--- src/rtl/adder_pipe_if.sv ---
// Operand/result handshake bundle for adder_pipe.
// The master side drives operands and accepts results; the slave side is the adder itself.
interface adder_pipe_if #(
  parameter int WIDTH = 16
) ();
  logic             in_valid;
  logic             in_ready;
  logic [WIDTH-1:0] A;
  logic [WIDTH-1:0] B;
  logic             C0;
  logic             sub;
  logic             out_valid;
  logic             out_ready;
  logic [WIDTH-1:0] F;
  logic             C4;
  logic             OF;
  logic             ZF;

  modport master (
    output in_valid, A, B, C0, sub, out_ready,
    input  in_ready, out_valid, F, C4, OF, ZF
  );

  modport slave (
    input  in_valid, A, B, C0, sub, out_ready,
    output in_ready, out_valid, F, C4, OF, ZF
  );
endinterface

--- src/rtl/adder_pipe.sv ---
// Pipelined add/subtract unit: the carry chain is cut into CHUNK-bit slices, one register stage each.
// Unused operand slices ride ahead in skew registers; finished result slices accumulate so F leaves aligned.
module adder_pipe #(
  parameter int WIDTH = 16,
  parameter int CHUNK = 4,
  localparam int STAGES = WIDTH / CHUNK
) (
  input  logic        clk,
  input  logic        rst_n,
  adder_pipe_if.slave bus
);

  if (CHUNK < 1 || (WIDTH % CHUNK) != 0) begin : g_bad_cfg
    $error("adder_pipe: WIDTH must be a positive multiple of CHUNK");
  end

  logic             advance;
  logic [WIDTH-1:0] b_eff;
  logic             c_eff;
  logic             of_q;
  logic             zf_q;

  // Subtraction is A + ~B + ~C0, so both operand inversions happen once at the input.
  assign b_eff = bus.B ^ {WIDTH{bus.sub}};
  assign c_eff = bus.C0 ^ bus.sub;

  for (genvar k = 0; k < STAGES; k++) begin : g_stg
    localparam int LO  = k * CHUNK;
    localparam int REM = WIDTH - LO;

    logic [REM-1:0]      a_in;
    logic [REM-1:0]      b_in;
    logic                cin;
    logic                v_in;
    logic [CHUNK:0]      sum;
    logic [LO+CHUNK-1:0] f_d;
    logic [LO+CHUNK-1:0] f_q;
    logic                vld_q;
    logic                cry_q;

    if (k == 0) begin : g_src
      assign a_in = bus.A;
      assign b_in = b_eff;
      assign cin  = c_eff;
      assign v_in = bus.in_valid;
      assign f_d  = sum[CHUNK-1:0];
    end else begin : g_src
      assign a_in = g_stg[k-1].g_skew.a_rem;
      assign b_in = g_stg[k-1].g_skew.b_rem;
      assign cin  = g_stg[k-1].cry_q;
      assign v_in = g_stg[k-1].vld_q;
      assign f_d  = {sum[CHUNK-1:0], g_stg[k-1].f_q};
    end

    assign sum = {1'b0, a_in[CHUNK-1:0]} + {1'b0, b_in[CHUNK-1:0]} + {{CHUNK{1'b0}}, cin};

    // Bubbles shift exactly like data so every stage moves in lockstep on advance.
    always_ff @(posedge clk or negedge rst_n) begin
      if (!rst_n) begin
        vld_q <= 1'b0;
        cry_q <= 1'b0;
        f_q   <= '0;
      end else if (advance) begin
        vld_q <= v_in;
        cry_q <= sum[CHUNK];
        f_q   <= f_d;
      end
    end

    if (k < STAGES - 1) begin : g_skew
      logic [REM-CHUNK-1:0] a_rem;
      logic [REM-CHUNK-1:0] b_rem;

      always_ff @(posedge clk or negedge rst_n) begin
        if (!rst_n) begin
          a_rem <= '0;
          b_rem <= '0;
        end else if (advance) begin
          a_rem <= a_in[REM-1:CHUNK];
          b_rem <= b_in[REM-1:CHUNK];
        end
      end
    end else begin : g_tail
      // The carry into the MSB is recovered from the MSB sum bit and its two operand bits.
      logic msb_cin;
      assign msb_cin = sum[CHUNK-1] ^ a_in[CHUNK-1] ^ b_in[CHUNK-1];

      always_ff @(posedge clk or negedge rst_n) begin
        if (!rst_n) begin
          of_q <= 1'b0;
          zf_q <= 1'b0;
        end else if (advance) begin
          of_q <= msb_cin ^ sum[CHUNK];
          zf_q <= (f_d == '0);
        end
      end
    end
  end

  assign advance       = !g_stg[STAGES-1].vld_q || bus.out_ready;
  assign bus.in_ready  = advance;
  assign bus.out_valid = g_stg[STAGES-1].vld_q;
  assign bus.F         = g_stg[STAGES-1].f_q;
  assign bus.C4        = g_stg[STAGES-1].cry_q;
  assign bus.OF        = of_q;
  assign bus.ZF        = zf_q;

endmodule
--- src/flat_wrapper.sv ---
// flat-port wrapper written by rule: the top's interface ports become plain ports
module adder_pipe_flat 
#(
  parameter int WIDTH = 16,
  parameter int CHUNK = 4,
  localparam int STAGES = WIDTH / CHUNK
)
  (clk, rst_n, bus_in_valid, bus_A, bus_B, bus_C0, bus_sub, bus_out_ready, bus_in_ready, bus_out_valid, bus_F, bus_C4, bus_OF, bus_ZF);
  adder_pipe_if #(.WIDTH(WIDTH)) bus_i ();
  input  logic clk;
  input  logic rst_n;
  input wire logic [$bits(bus_i.in_valid)-1:0] bus_in_valid;
  input wire logic [$bits(bus_i.A)-1:0] bus_A;
  input wire logic [$bits(bus_i.B)-1:0] bus_B;
  input wire logic [$bits(bus_i.C0)-1:0] bus_C0;
  input wire logic [$bits(bus_i.sub)-1:0] bus_sub;
  input wire logic [$bits(bus_i.out_ready)-1:0] bus_out_ready;
  output wire logic [$bits(bus_i.in_ready)-1:0] bus_in_ready;
  output wire logic [$bits(bus_i.out_valid)-1:0] bus_out_valid;
  output wire logic [$bits(bus_i.F)-1:0] bus_F;
  output wire logic [$bits(bus_i.C4)-1:0] bus_C4;
  output wire logic [$bits(bus_i.OF)-1:0] bus_OF;
  output wire logic [$bits(bus_i.ZF)-1:0] bus_ZF;
  assign bus_i.in_valid = bus_in_valid;
  assign bus_i.A = bus_A;
  assign bus_i.B = bus_B;
  assign bus_i.C0 = bus_C0;
  assign bus_i.sub = bus_sub;
  assign bus_i.out_ready = bus_out_ready;
  assign bus_in_ready = bus_i.in_ready;
  assign bus_out_valid = bus_i.out_valid;
  assign bus_F = bus_i.F;
  assign bus_C4 = bus_i.C4;
  assign bus_OF = bus_i.OF;
  assign bus_ZF = bus_i.ZF;
  adder_pipe #(.WIDTH(WIDTH), .CHUNK(CHUNK)) u_core (.clk(clk), .rst_n(rst_n), .bus(bus_i));
endmodule
--- config.mk ---
export PLATFORM = sky130hd
export DESIGN_NAME = adder_pipe_flat
export DESIGN_NICKNAME = d
export VERILOG_FILES = /design/src/rtl/adder_pipe_if.sv /design/src/rtl/adder_pipe.sv /design/src/flat_wrapper.sv
export SDC_FILE = /design/constraint.sdc
export NUM_CORES = 1
export LEC_CHECK = 0
export CORE_MARGIN = 3
export CORE_UTILIZATION = 49
export CTS_BUF_LIST = sky130_fd_sc_hd__clkbuf_16
export CTS_CLUSTER_DIAMETER = 80
export DETAILED_ROUTE_END_ITERATION = 10
export GPL_TIMING_DRIVEN = 0
export HOLD_SLACK_MARGIN = 0.08
export PLACE_DENSITY = 0.75
export SYNTH_ARGS = -nofsm -noshare
export SYNTH_HDL_FRONTEND = slang
export SYNTH_SLANG_ARGS = --single-unit
--- constraint.sdc ---
create_clock -name clk -period 1.8 [get_ports clk]
set_input_delay 0.27 -clock clk [delete_from_list [all_inputs] [get_ports clk]]
set_output_delay 0.27 -clock clk [all_outputs]
set_load 0.05 [all_outputs]
closeup.png
Bar = 5 um. Region (65, 65) to (85, 85) um. Cells in gray, sequential cells in the stronger gray; small squares are vias.
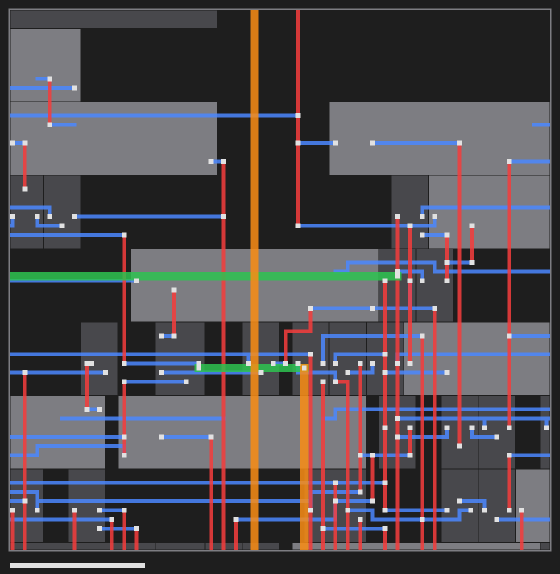
color	layer
blue	M1
red	M2
orange	M4
green	M3
cells with their middle in the window	24
most frequent	nand2_1 (15), dfrtp_1 (5)
netlist names of flops here include	u_core.bus.F (2), u_core.g_stg.f_q (2)
sequential cells in the window	5

m1.png
Bar = 20 um. Cells faint in the background.
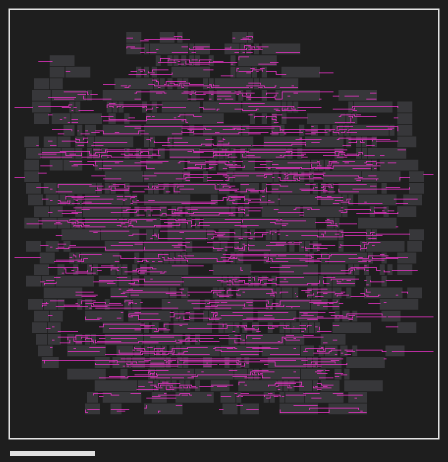
nets with wire on the layer	541
share of all routed wire	44%
number of vias in the routed layout: 3,301
met1 capacity usage during global routing: 26.2%

route_heat.png
20 x 20 tiles, from white (low) to dark blue (high), scaled to the fullest tile. Values are wire area over tile area, all layers added.
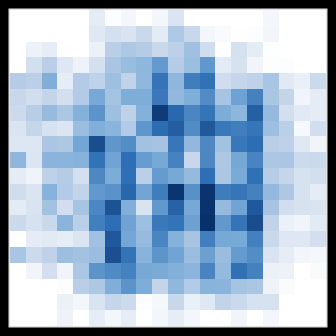
nearly empty tiles	16%
mean over tiles	0.15
densest ninth of the die	center
tiles over half the peak	25%
emptiest ninth of the die	north-east
fullest tile	0.48
average wire per standard cell: 14.8 um
GRT Resource Usage Total: 20.4%
total routed wirelength: 9680 um

## final cells by class
class	count	area, um2
timing repair buffer	63	669
buffer	22	121
tap	105	131
multi-input combinational	332	1800
clock inverter	5	48.8
inverter	18	70.1
sequential	98	2450
clock buffer	9	225
fill	689	2910
## critical path, cell delays in order (launching register included)
cell	delay, ns
dfrtp_1	0.34
inv_2	0.05
fa_2	0.40
fa_2	0.37
nand2b_4	0.16
a21oi_4	0.20
xnor2_2	0.13
xnor2_1	0.13
o21ai_1	0.07
## logic make-up (layout without fill, tap and decap cells)
logic type                 Yosys count  after routing  synth area share (%)
xor gates and xnor gates            25             25                  5.03
AOI/OAI and AO/OA                   50             50                  5.98
and+or+nand+nor                    237            237                  21.4
adders and majority gates           20             20                  7.13
DFF                                 98             98                  56.4
buffers and inverters               41            117                  4.08
==> design notes <==
The flow ran to the end, but the final reports show violations. The checks that failed: negative setup slack. The count of final max-slew check failures came out at 0. Kind of critical path: register to register. Per the OpenROAD floorplan log, the area of the die is 10,000 um2. In this run, CTS created clock tree buffers numbering 9. Relative to the synthesized area, the layout overhead comes to 26.7%.

The tools report the start point of the worst hold path as bus_sub. In this run the clock root is driven by a clkbuf_16. The iteration count recorded for the first detailed-route pass is 4. Dividing total power by cell area gives a power density of 1840 nW/um2. With the slack of the critical path at -0.205 ns, the wire length the detailed router placed on met1 is 4230 um.

With the die extent in y at 100 um, the total congestion overflow is 0. With the final design instance area without fill at 5520 um2, the count of mapped cells out of synthesis is 471. With the number of gates given a new drive strength after cts at 15, the sequential share of power is 37.4%.

For the data required time of the worst path, the log shows 2.00 ns. According to the timing report, the arrival time at the worst endpoint equals 2.20 ns. In this run the horizontal extent of the chip is 100 um. The chip area line in the Yosys stat output reads 4350 um2. Summing over the stages, the warning tally comes to 29. Per the timing report, the most critical flop-to-flop path finishes at u_core.bus.OF.

The run gives 602 for the layout net count. The part of the power in the clock network came out at 17.8%. The tools report the internal reg-to-reg setup slack as -0.20 ns.

Initial antenna violation count: 0. The tools report the leakage power summed over all cells as 2.84 nW. At floorplan, the net count of the design was reported as 529. The count of library flops with an enable pin was 0.

The registers reported with the highest flop counts are u_core.g_stg.f_q: 24 flops, u_core.g_stg.g_skew.a_rem: 24 flops, u_core.g_stg.g_skew.b_rem: 24 flops. The global routing stage identified its most utilized layer as met2. Once layout is complete, the utilization of the core stands at 65.5%. The class of the tightest hold or removal check was input pin to register. The worst setup path is captured at a register. TritonCTS built the clock tree.

The maximum achievable frequency is 499 MHz. In the synthesized netlist the dominant register cell turns out to be dfrtp_1. Ranked by total cell area, the synthesized netlist is headed by dfrtp_1 56%, nand2_1 18%, fa_1 3.7%. The yosys stat cell total was 471; the area of the core was 8420 um2. Of the synthesized area, sequential elements account for 56.4%. Per the OpenROAD power report, switching power amounts to 4.15 mW. Share of power burned in combinational logic: 44.8%. Pin placement for this block handled 59 I/O pins. Number of setup buffers added after CTS: 4. The met3 wirelength from detailed routing was 451 um. The largest net degree at the start of global routing came out at 56. Per the CTS log, the maximum H-tree level is 3. In the power breakdown, the biggest contributor is combinational cells.

Counting instances in the post-synthesis netlist gives the leading cell types as 208 x nand2_1, 98 x dfrtp_1, 28 x o21ai_1. The final setup violation count is 3, and the DRC violation count after routing is 0. Max-cap violations in this run came to 0.

The final worst-path cycle share was 111%. Detailed placement reports a standard cell area of 5100 um2. Along the worst hold path, the cell count comes to 3.

The met3 demand-to-capacity share in global routing was 3.06%; the switching share of power was 40.8%. The largest voltage drop on the vdd net is 702 uV, and the power in combinational cells is 4.55 mW. The worst clock skew on the final layout came out at 0.00623 ns. The tools report the total negative slack for setup checks as -0.403 ns. The run gives 9.51% for the proportion of layout cells with a drive suffix above 1.

The worst slack after detailed placement is -1.03 ns, and the via-per-instance ratio is 5.06. The count of nets left with antenna violations once routing finished came out at 0. The synthesis stat section lists a flop and latch total of 98.

Counting flops with an async set or reset pin after synthesis yields a share of 100%. The launching instance or port of the critical path was u_core.g_stg[2].cry_q. The measured slew at the worst slew-check pin came out at 0.673 ns. The final timing report derives a shortest allowable period of 2.00 ns.

0 antenna diodes ended up in the layout. With the synthesized area divided by synthesized cell count at 9.24 um2, the number of DRC markers after the initial detailed-route iteration is 161. The run gives 1.81 mW as the clock network power.

The tools report the internal power as 6.02 mW. met2 track demand over resource after global routing is 34.7%. Biggest area consumer among synthesized cells: dfrtp_1. With the met2 wirelength from detailed routing at 4770 um, the power dissipated in sequential cells is 3.80 mW. The number of cell rows was 33; the largest buffer count on any clock path was 2. The proportion of netlist area held by the largest area contributor is 56.4%. The worst reg2reg path depth is 8, and the total placed cells including tap cells is 634. The cell area that synthesis handed to floorplanning was 4350 um2.
Power figures rest on the tool's default switching activity, not on a simulated workload.
